File: src/rtl/time_zone_applier_if.sv
// Signal bundle between the time-zone display datapath and its consumers:
// base calendar time plus offset in, zone-adjusted calendar time out.
interface time_zone_applier_if;
  logic [4:0] Hours;
  logic [4:0] Day;
  logic [3:0] Month;
  logic [6:0] Year;
  logic [6:0] TZHours;
  logic       TZPlusMinus;
  logic [4:0] LocalHours;
  logic [4:0] LocalDay;
  logic [3:0] LocalMonth;
  logic [6:0] LocalYear;
  logic       Valid;
  logic       Busy;

  modport master (
    output Hours, Day, Month, Year, TZHours, TZPlusMinus,
    input  LocalHours, LocalDay, LocalMonth, LocalYear, Valid, Busy
  );

  modport slave (
    input  Hours, Day, Month, Year, TZHours, TZPlusMinus,
    output LocalHours, LocalDay, LocalMonth, LocalYear, Valid, Busy
  );
endinterface

File: src/rtl/time_zone_applier.sv
// Applies a signed whole-hour time-zone offset to the base time and date,
// recomputing through IDLE -> LATCH -> CALC -> ADJ -> OUT whenever an input moves.
module time_zone_applier #(
  parameter int TZ_MAX   = 12,
  parameter int YEAR_MAX = 99
) (
  input  logic                 clk,
  input  logic                 reset,
  time_zone_applier_if.slave   tz
);

  localparam logic [6:0] TZ_MAX_W   = 7'(TZ_MAX);
  localparam logic [6:0] YEAR_MAX_W = 7'(YEAR_MAX);

  typedef enum logic [2:0] {
    S_IDLE,
    S_LATCH,
    S_CALC,
    S_ADJ,
    S_OUT
  } state_t;

  typedef enum logic [1:0] {
    CARRY_NONE,
    CARRY_INC,
    CARRY_DEC
  } carry_t;

  function automatic logic [4:0] month_len(input logic [3:0] month, input logic [6:0] year);
    logic [4:0] len;
    case (month)
      4'd4, 4'd6, 4'd9, 4'd11: len = 5'd30;
      4'd2:                    len = (year[1:0] == 2'b00) ? 5'd29 : 5'd28;
      default:                 len = 5'd31;
    endcase
    return len;
  endfunction

  state_t     state_q, state_d;

  logic       stale_q, stale_d;
  logic [4:0] snap_hours_q, snap_hours_d;
  logic [4:0] snap_day_q, snap_day_d;
  logic [3:0] snap_month_q, snap_month_d;
  logic [6:0] snap_year_q, snap_year_d;
  logic [6:0] snap_tz_q, snap_tz_d;
  logic       snap_sign_q, snap_sign_d;

  logic [4:0] calc_hours_q, calc_hours_d;
  carry_t     carry_q, carry_d;

  logic [4:0] adj_day_q, adj_day_d;
  logic [3:0] adj_month_q, adj_month_d;
  logic [6:0] adj_year_q, adj_year_d;

  logic [4:0] local_hours_q, local_hours_d;
  logic [4:0] local_day_q, local_day_d;
  logic [3:0] local_month_q, local_month_d;
  logic [6:0] local_year_q, local_year_d;
  logic       valid_q, valid_d;
  logic       busy_q, busy_d;

  logic [6:0]        tz_clamped;
  logic              inputs_differ;
  logic signed [7:0] sum_s;
  logic [4:0]        cur_len;
  logic [3:0]        prev_month;
  logic [6:0]        prev_year;
  logic [4:0]        prev_len;

  // The snapshot holds the clamped offset, so the comparison must clamp too;
  // otherwise an oversized TZHours would look like a change forever.
  assign tz_clamped    = (tz.TZHours > TZ_MAX_W) ? TZ_MAX_W : tz.TZHours;
  assign inputs_differ = {tz.Hours, tz.Day, tz.Month, tz.Year, tz_clamped, tz.TZPlusMinus}
                      != {snap_hours_q, snap_day_q, snap_month_q, snap_year_q, snap_tz_q, snap_sign_q};

  // State register
  // NOTE: sequential state uses non-blocking assignments so every flop samples pre-edge values.
  always_ff @(posedge clk) begin
    if (reset) begin
      state_q <= S_IDLE;
    end else begin
      state_q <= state_d;
    end
  end

  // Next-state logic
  always_comb begin
    state_d = state_q;
    case (state_q)
      S_IDLE:  if (stale_q || inputs_differ) state_d = S_LATCH;
      S_LATCH: state_d = S_CALC;
      S_CALC:  state_d = S_ADJ;
      S_ADJ:   state_d = S_OUT;
      S_OUT:   state_d = S_IDLE;
      default: state_d = S_IDLE;
    endcase
  end

  // Datapath and output logic
  // NOTE: every signal gets a hold default before the case, so no path can infer a latch.
  always_comb begin
    stale_d       = stale_q && (state_q != S_LATCH);
    snap_hours_d  = snap_hours_q;
    snap_day_d    = snap_day_q;
    snap_month_d  = snap_month_q;
    snap_year_d   = snap_year_q;
    snap_tz_d     = snap_tz_q;
    snap_sign_d   = snap_sign_q;
    calc_hours_d  = calc_hours_q;
    carry_d       = carry_q;
    adj_day_d     = adj_day_q;
    adj_month_d   = adj_month_q;
    adj_year_d    = adj_year_q;
    local_hours_d = local_hours_q;
    local_day_d   = local_day_q;
    local_month_d = local_month_q;
    local_year_d  = local_year_q;
    valid_d       = valid_q;
    busy_d        = (state_q == S_LATCH) || (state_q == S_CALC) || (state_q == S_ADJ);

    // Eight bits signed keeps 23+12 and 0-12 (and garbage hours) free of overflow.
    sum_s = snap_sign_q ? ($signed({3'b000, snap_hours_q}) + $signed({1'b0, snap_tz_q}))
                        : ($signed({3'b000, snap_hours_q}) - $signed({1'b0, snap_tz_q}));

    cur_len    = month_len(snap_month_q, snap_year_q);
    prev_month = (snap_month_q == 4'd1) ? 4'd12 : snap_month_q - 4'd1;
    prev_year  = (snap_month_q != 4'd1) ? snap_year_q
               : (snap_year_q == 7'd0)  ? YEAR_MAX_W : snap_year_q - 7'd1;
    prev_len   = month_len(prev_month, prev_year);

    case (state_q)
      S_LATCH: begin
        snap_hours_d = tz.Hours;
        snap_day_d   = tz.Day;
        snap_month_d = tz.Month;
        snap_year_d  = tz.Year;
        snap_tz_d    = tz_clamped;
        snap_sign_d  = tz.TZPlusMinus;
      end

      S_CALC: begin
        if (sum_s >= 8'sd24) begin
          calc_hours_d = 5'(sum_s - 8'sd24);
          carry_d      = CARRY_INC;
        end else if (sum_s < 8'sd0) begin
          calc_hours_d = 5'(sum_s + 8'sd24);
          carry_d      = CARRY_DEC;
        end else begin
          calc_hours_d = 5'(sum_s);
          carry_d      = CARRY_NONE;
        end
      end

      S_ADJ: begin
        adj_day_d   = snap_day_q;
        adj_month_d = snap_month_q;
        adj_year_d  = snap_year_q;
        case (carry_q)
          CARRY_INC: begin
            if (snap_day_q == cur_len) begin
              adj_day_d = 5'd1;
              if (snap_month_q == 4'd12) begin
                adj_month_d = 4'd1;
                adj_year_d  = (snap_year_q >= YEAR_MAX_W) ? 7'd0 : snap_year_q + 7'd1;
              end else begin
                adj_month_d = snap_month_q + 4'd1;
              end
            end else begin
              adj_day_d = snap_day_q + 5'd1;
            end
          end
          CARRY_DEC: begin
            if (snap_day_q == 5'd1) begin
              adj_day_d   = prev_len;
              adj_month_d = prev_month;
              adj_year_d  = prev_year;
            end else begin
              adj_day_d = snap_day_q - 5'd1;
            end
          end
          default: ;
        endcase
      end

      S_OUT: begin
        local_hours_d = calc_hours_q;
        local_day_d   = adj_day_q;
        local_month_d = adj_month_q;
        local_year_d  = adj_year_q;
        valid_d       = 1'b1;
      end

      default: ;
    endcase
  end

  // Datapath registers; stale is set by reset so one computation always follows it.
  always_ff @(posedge clk) begin
    if (reset) begin
      stale_q       <= 1'b1;
      snap_hours_q  <= '0;
      snap_day_q    <= '0;
      snap_month_q  <= '0;
      snap_year_q   <= '0;
      snap_tz_q     <= '0;
      snap_sign_q   <= 1'b0;
      calc_hours_q  <= '0;
      carry_q       <= CARRY_NONE;
      adj_day_q     <= 5'd1;
      adj_month_q   <= 4'd1;
      adj_year_q    <= '0;
      local_hours_q <= '0;
      local_day_q   <= 5'd1;
      local_month_q <= 4'd1;
      local_year_q  <= '0;
      valid_q       <= 1'b0;
      busy_q        <= 1'b0;
    end else begin
      stale_q       <= stale_d;
      snap_hours_q  <= snap_hours_d;
      snap_day_q    <= snap_day_d;
      snap_month_q  <= snap_month_d;
      snap_year_q   <= snap_year_d;
      snap_tz_q     <= snap_tz_d;
      snap_sign_q   <= snap_sign_d;
      calc_hours_q  <= calc_hours_d;
      carry_q       <= carry_d;
      adj_day_q     <= adj_day_d;
      adj_month_q   <= adj_month_d;
      adj_year_q    <= adj_year_d;
      local_hours_q <= local_hours_d;
      local_day_q   <= local_day_d;
      local_month_q <= local_month_d;
      local_year_q  <= local_year_d;
      valid_q       <= valid_d;
      busy_q        <= busy_d;
    end
  end

  assign tz.LocalHours = local_hours_q;
  assign tz.LocalDay   = local_day_q;
  assign tz.LocalMonth = local_month_q;
  assign tz.LocalYear  = local_year_q;
  assign tz.Valid      = valid_q;
  assign tz.Busy       = busy_q;

endmodule

File: src/flat_wrapper.sv
// flat-port wrapper written by rule: the top's interface ports become plain ports
module time_zone_applier_flat 
#(
  parameter int TZ_MAX   = 12,
  parameter int YEAR_MAX = 99
)
  (clk, reset, tz_Hours, tz_Day, tz_Month, tz_Year, tz_TZHours, tz_TZPlusMinus, tz_LocalHours, tz_LocalDay, tz_LocalMonth, tz_LocalYear, tz_Valid, tz_Busy);
  time_zone_applier_if tz_i ();
  input  logic clk;
  input  logic reset;
  input wire logic [$bits(tz_i.Hours)-1:0] tz_Hours;
  input wire logic [$bits(tz_i.Day)-1:0] tz_Day;
  input wire logic [$bits(tz_i.Month)-1:0] tz_Month;
  input wire logic [$bits(tz_i.Year)-1:0] tz_Year;
  input wire logic [$bits(tz_i.TZHours)-1:0] tz_TZHours;
  input wire logic [$bits(tz_i.TZPlusMinus)-1:0] tz_TZPlusMinus;
  output wire logic [$bits(tz_i.LocalHours)-1:0] tz_LocalHours;
  output wire logic [$bits(tz_i.LocalDay)-1:0] tz_LocalDay;
  output wire logic [$bits(tz_i.LocalMonth)-1:0] tz_LocalMonth;
  output wire logic [$bits(tz_i.LocalYear)-1:0] tz_LocalYear;
  output wire logic [$bits(tz_i.Valid)-1:0] tz_Valid;
  output wire logic [$bits(tz_i.Busy)-1:0] tz_Busy;
  assign tz_i.Hours = tz_Hours;
  assign tz_i.Day = tz_Day;
  assign tz_i.Month = tz_Month;
  assign tz_i.Year = tz_Year;
  assign tz_i.TZHours = tz_TZHours;
  assign tz_i.TZPlusMinus = tz_TZPlusMinus;
  assign tz_LocalHours = tz_i.LocalHours;
  assign tz_LocalDay = tz_i.LocalDay;
  assign tz_LocalMonth = tz_i.LocalMonth;
  assign tz_LocalYear = tz_i.LocalYear;
  assign tz_Valid = tz_i.Valid;
  assign tz_Busy = tz_i.Busy;
  time_zone_applier #(.TZ_MAX(TZ_MAX), .YEAR_MAX(YEAR_MAX)) u_core (.clk(clk), .reset(reset), .tz(tz_i));
endmodule
File: config.mk
export PLATFORM = sky130hd
export DESIGN_NAME = time_zone_applier_flat
export DESIGN_NICKNAME = d
export VERILOG_FILES = /design/src/rtl/time_zone_applier_if.sv /design/src/rtl/time_zone_applier.sv /design/src/flat_wrapper.sv
export SDC_FILE = /design/constraint.sdc
export NUM_CORES = 1
export LEC_CHECK = 0
export CAP_MARGIN = 0
export CORE_MARGIN = 5
export CORE_UTILIZATION = 34
export CTS_BUF_LIST = sky130_fd_sc_hd__clkbuf_4 sky130_fd_sc_hd__clkbuf_8
export DETAILED_ROUTE_END_ITERATION = 16
export DONT_BUFFER_PORTS = 1
export GPL_TIMING_DRIVEN = 0
export SLEW_MARGIN = 20
export SYNTH_ARGS = -nofsm -noshare
export SYNTH_HDL_FRONTEND = slang
export SYNTH_SLANG_ARGS = --single-unit
File: constraint.sdc
create_clock -name clk -period 2.9 [get_ports clk]
set_input_delay 0.87 -clock clk [delete_from_list [all_inputs] [get_ports clk]]
set_output_delay 0.87 -clock clk [all_outputs]
set_load 0.02 [all_outputs]
Fig. 1: routed metal, one colour a layer
Bar = 50 um. Only two layers are drawn.
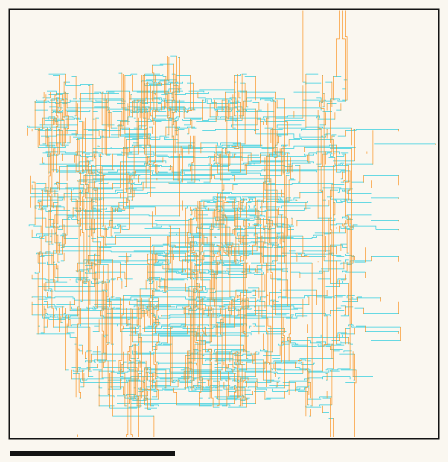
- M1: cyan (wire length 6840 um)
- M2: orange (wire length 6230 um)
routed wire length: 14500 um
Total GRT Usage: 17.6%

Fig. 2: the metal 3 layer
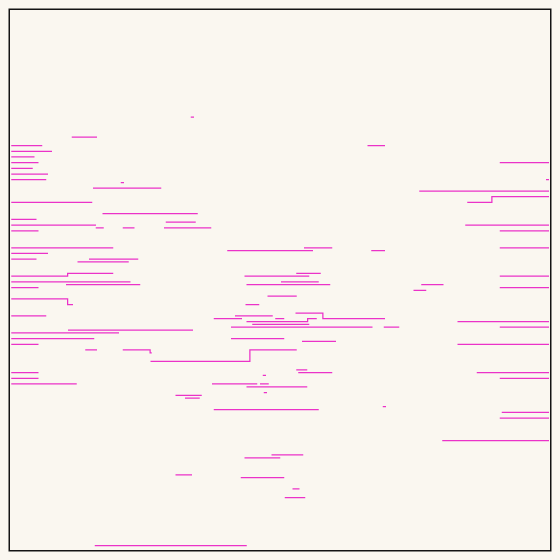
- main direction: horizontal
- wire length on this layer: 1120 um
- share of all routed wire: 7.7%

==> notes.md <==
flow finished, numbers: outcome complete, but fails checks, violated checks setup timing, clock sinks 79, Largest stage delay, worst path 0.42 ns, Non-CTS buffers 70, Final min period 2.92 ns, min-delay worst type flop to flop, cell taking the most area after synthesis dfxtp_1, combinational share of power 24.2%, worst setup margin -0.0192 ns, Period Utilization, post-route 101%, MI comb cells 498, area occupied by registers 1590 um^2, Die Wd 129 um, Power Dens Cells 504 nW/um^2, hold buffers post-CTS 0, area share, top type 32.6%, WP data required 3.17 ns, Pint 1.96 mW, # Cells Yosys 647, fraction of area in multi-input gates 55.6%, n_diodes 0, critical path capture point type flop, Die H 129 um, mapped cell area 4850 um^2, CP Launch Type flop, P_comb 690 uW, CLK BUF 12, Cell Count, Final, Fillers Out 863, worst reg2reg endpoint u_core.calc_hours_q[3]$_SDFFE_PP0P_, routed len/inst 16.8 um, final setup vio count 1, Synth cell types 65, CP endpoint u_core.calc_hours_q[3]$_SDFFE_PP0P_, CTS Buf Count 9, Switching Power 893 uW, Port-buffer cells 0, TritonCTS clock tree built, kind of cell adding the most delay to the critical path AND-OR/OR-AND gates, fin area 5670 um^2, dpl cell area 5090 um^2, Switching Share 31.3%, H-tree levels 3, Cells after DPL 827, leakage power 2.07 nW, initial antenna violation count 0, Area Overhead vs Synth 16.9%, Post-Synthesis Cells 647, Core ar. 13900 um^2, root buffer cell clkbuf_8, ranking of synthesized cells by area dfxtp_1 33%, nand2_1 9.8%, a21oi_1 7.4%, xor2_1 5.2%, ha_1 5.2%, Nets at Floorplan 699, I/O pin cnt 54, # rows 43, Syn. warnings 0, DR DRC count 0, max frequency 0.343 GHz, CTS clock-pin slew for the worst setup and hold paths 0.08 ns, Setup Skew 0.00770 ns, hpwl dp 11100 um, DR pass1 iterations 4, gr ovfl total 0, Mapped Avg Cell Area 7.49 um^2, Tap Cells 180, RD Place Congestion 0.945, main flop type dfxtp_1, max-cap viol count 0, worst path arrival time 3.19 ns, worst setup path class flop to flop, sequential-to-total area share from yosys stat 32.6%, vias 4619, Core Util at FP 34.8%, RR Startpoint u_core.snap_tz_q[1]$_SDFFE_PP0P_, fill count 1410, Synth flops 79, most frequent cells in the layout 126 x nand2_1, 75 x dfxtp_1, 69 x a21oi_1, flip-flops 79, inverter count 20, number of hold violations in the final report 0, tool warning count 38, yosys-reported design area after synthesis 4850 um^2, Max Fanout on Critical Path 4, RSZ-0062 raised after global routing yes, Critical path origin u_core.snap_tz_q[1]$_SDFFE_PP0P_, clk buf depth 2, P_seq 1.18 mW, CP Cell Sequence inv_4 > ha_4 > nor3b_4 > nor2_2 > xor2_1 > ha_1 > a21o_1 > a31o_2 > and3_4 > or4_4 > a21oi_4 > a21oi_2 > o41ai_2, vias per inst 5.35
Fig. 3: clock routing
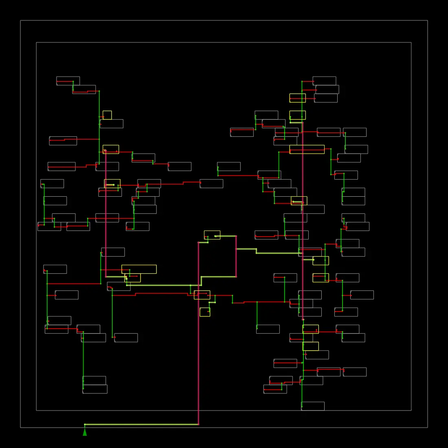
clock group total power: 982 uW
Late-Pin Clk Latency: 0.36 ns

## worst reg2reg max path, cell delays in order (launching register included)
cell and delay (ns):
dfxtp_4 0.36, inv_4 0.06, ha_4 0.13, nor3b_4 0.23
nor2_2 0.05, xor2_1 0.14, ha_1 0.35, a21o_1 0.17
a31o_2 0.22, and3_4 0.16, or4_4 0.42, a21oi_4 0.19
a21oi_2 0.08, o41ai_2 0.27
## layer usage
layer / global-route usage [%] / vias up / share of wire [%]
li1: - / 2342 / -
met1: 24.7 / 2117 / 47
met2: 26.8 / 140 / 43
met3: 3.83 / 20 / 7.7
met4: 5.62 / 0 / 1.9
met5: 0 / - / 0
## cells by family after synthesis
kind of cell / Yosys count / share of synthesized area (%)
compound gates: 165 / 21.4
xor+xnor: 37 / 6.69
fa+ha+maj: 21 / 5.58
buf+inv: 70 / 5.91
flops: 79 / 32.6
mux: 5 / 1.11
simple gates: 270 / 26.7
## cells in the mapped netlist, types with 3 or more instances
cell / n
a211oi_1: 5
a21o_1: 5
a21oi_1: 72
a311oi_1: 9
a31oi_1: 6
a41oi_1: 3
and2_1: 4
and3_1: 7
and4_1: 3
buf_2: 7
clkbuf_1: 41
dfxtp_1: 79
ha_1: 20
inv_1: 19
mux2_2: 3
nand2_1: 126
nand3_1: 21
nand4_1: 5
nand4b_1: 3
nor2_1: 45
nor2b_1: 3
nor3_1: 15
nor4_1: 13
o211ai_1: 8
o21a_1: 5
o21ai_0: 25
o31ai_1: 7
or2_2: 3
or3_1: 3
xnor2_1: 8
xor2_1: 29
## registers in the layout, summed over array words and instances (netlist names), 7 cells and up
| name | count |
|---|---|
| u_core.snap_tz_q | 7 |
| u_core.adj_year_q | 7 |
| u_core.tz.LocalYear | 7 |
| u_core.snap_year_q | 7 |
Power figures rest on the tool's default switching activity, not on a simulated workload.
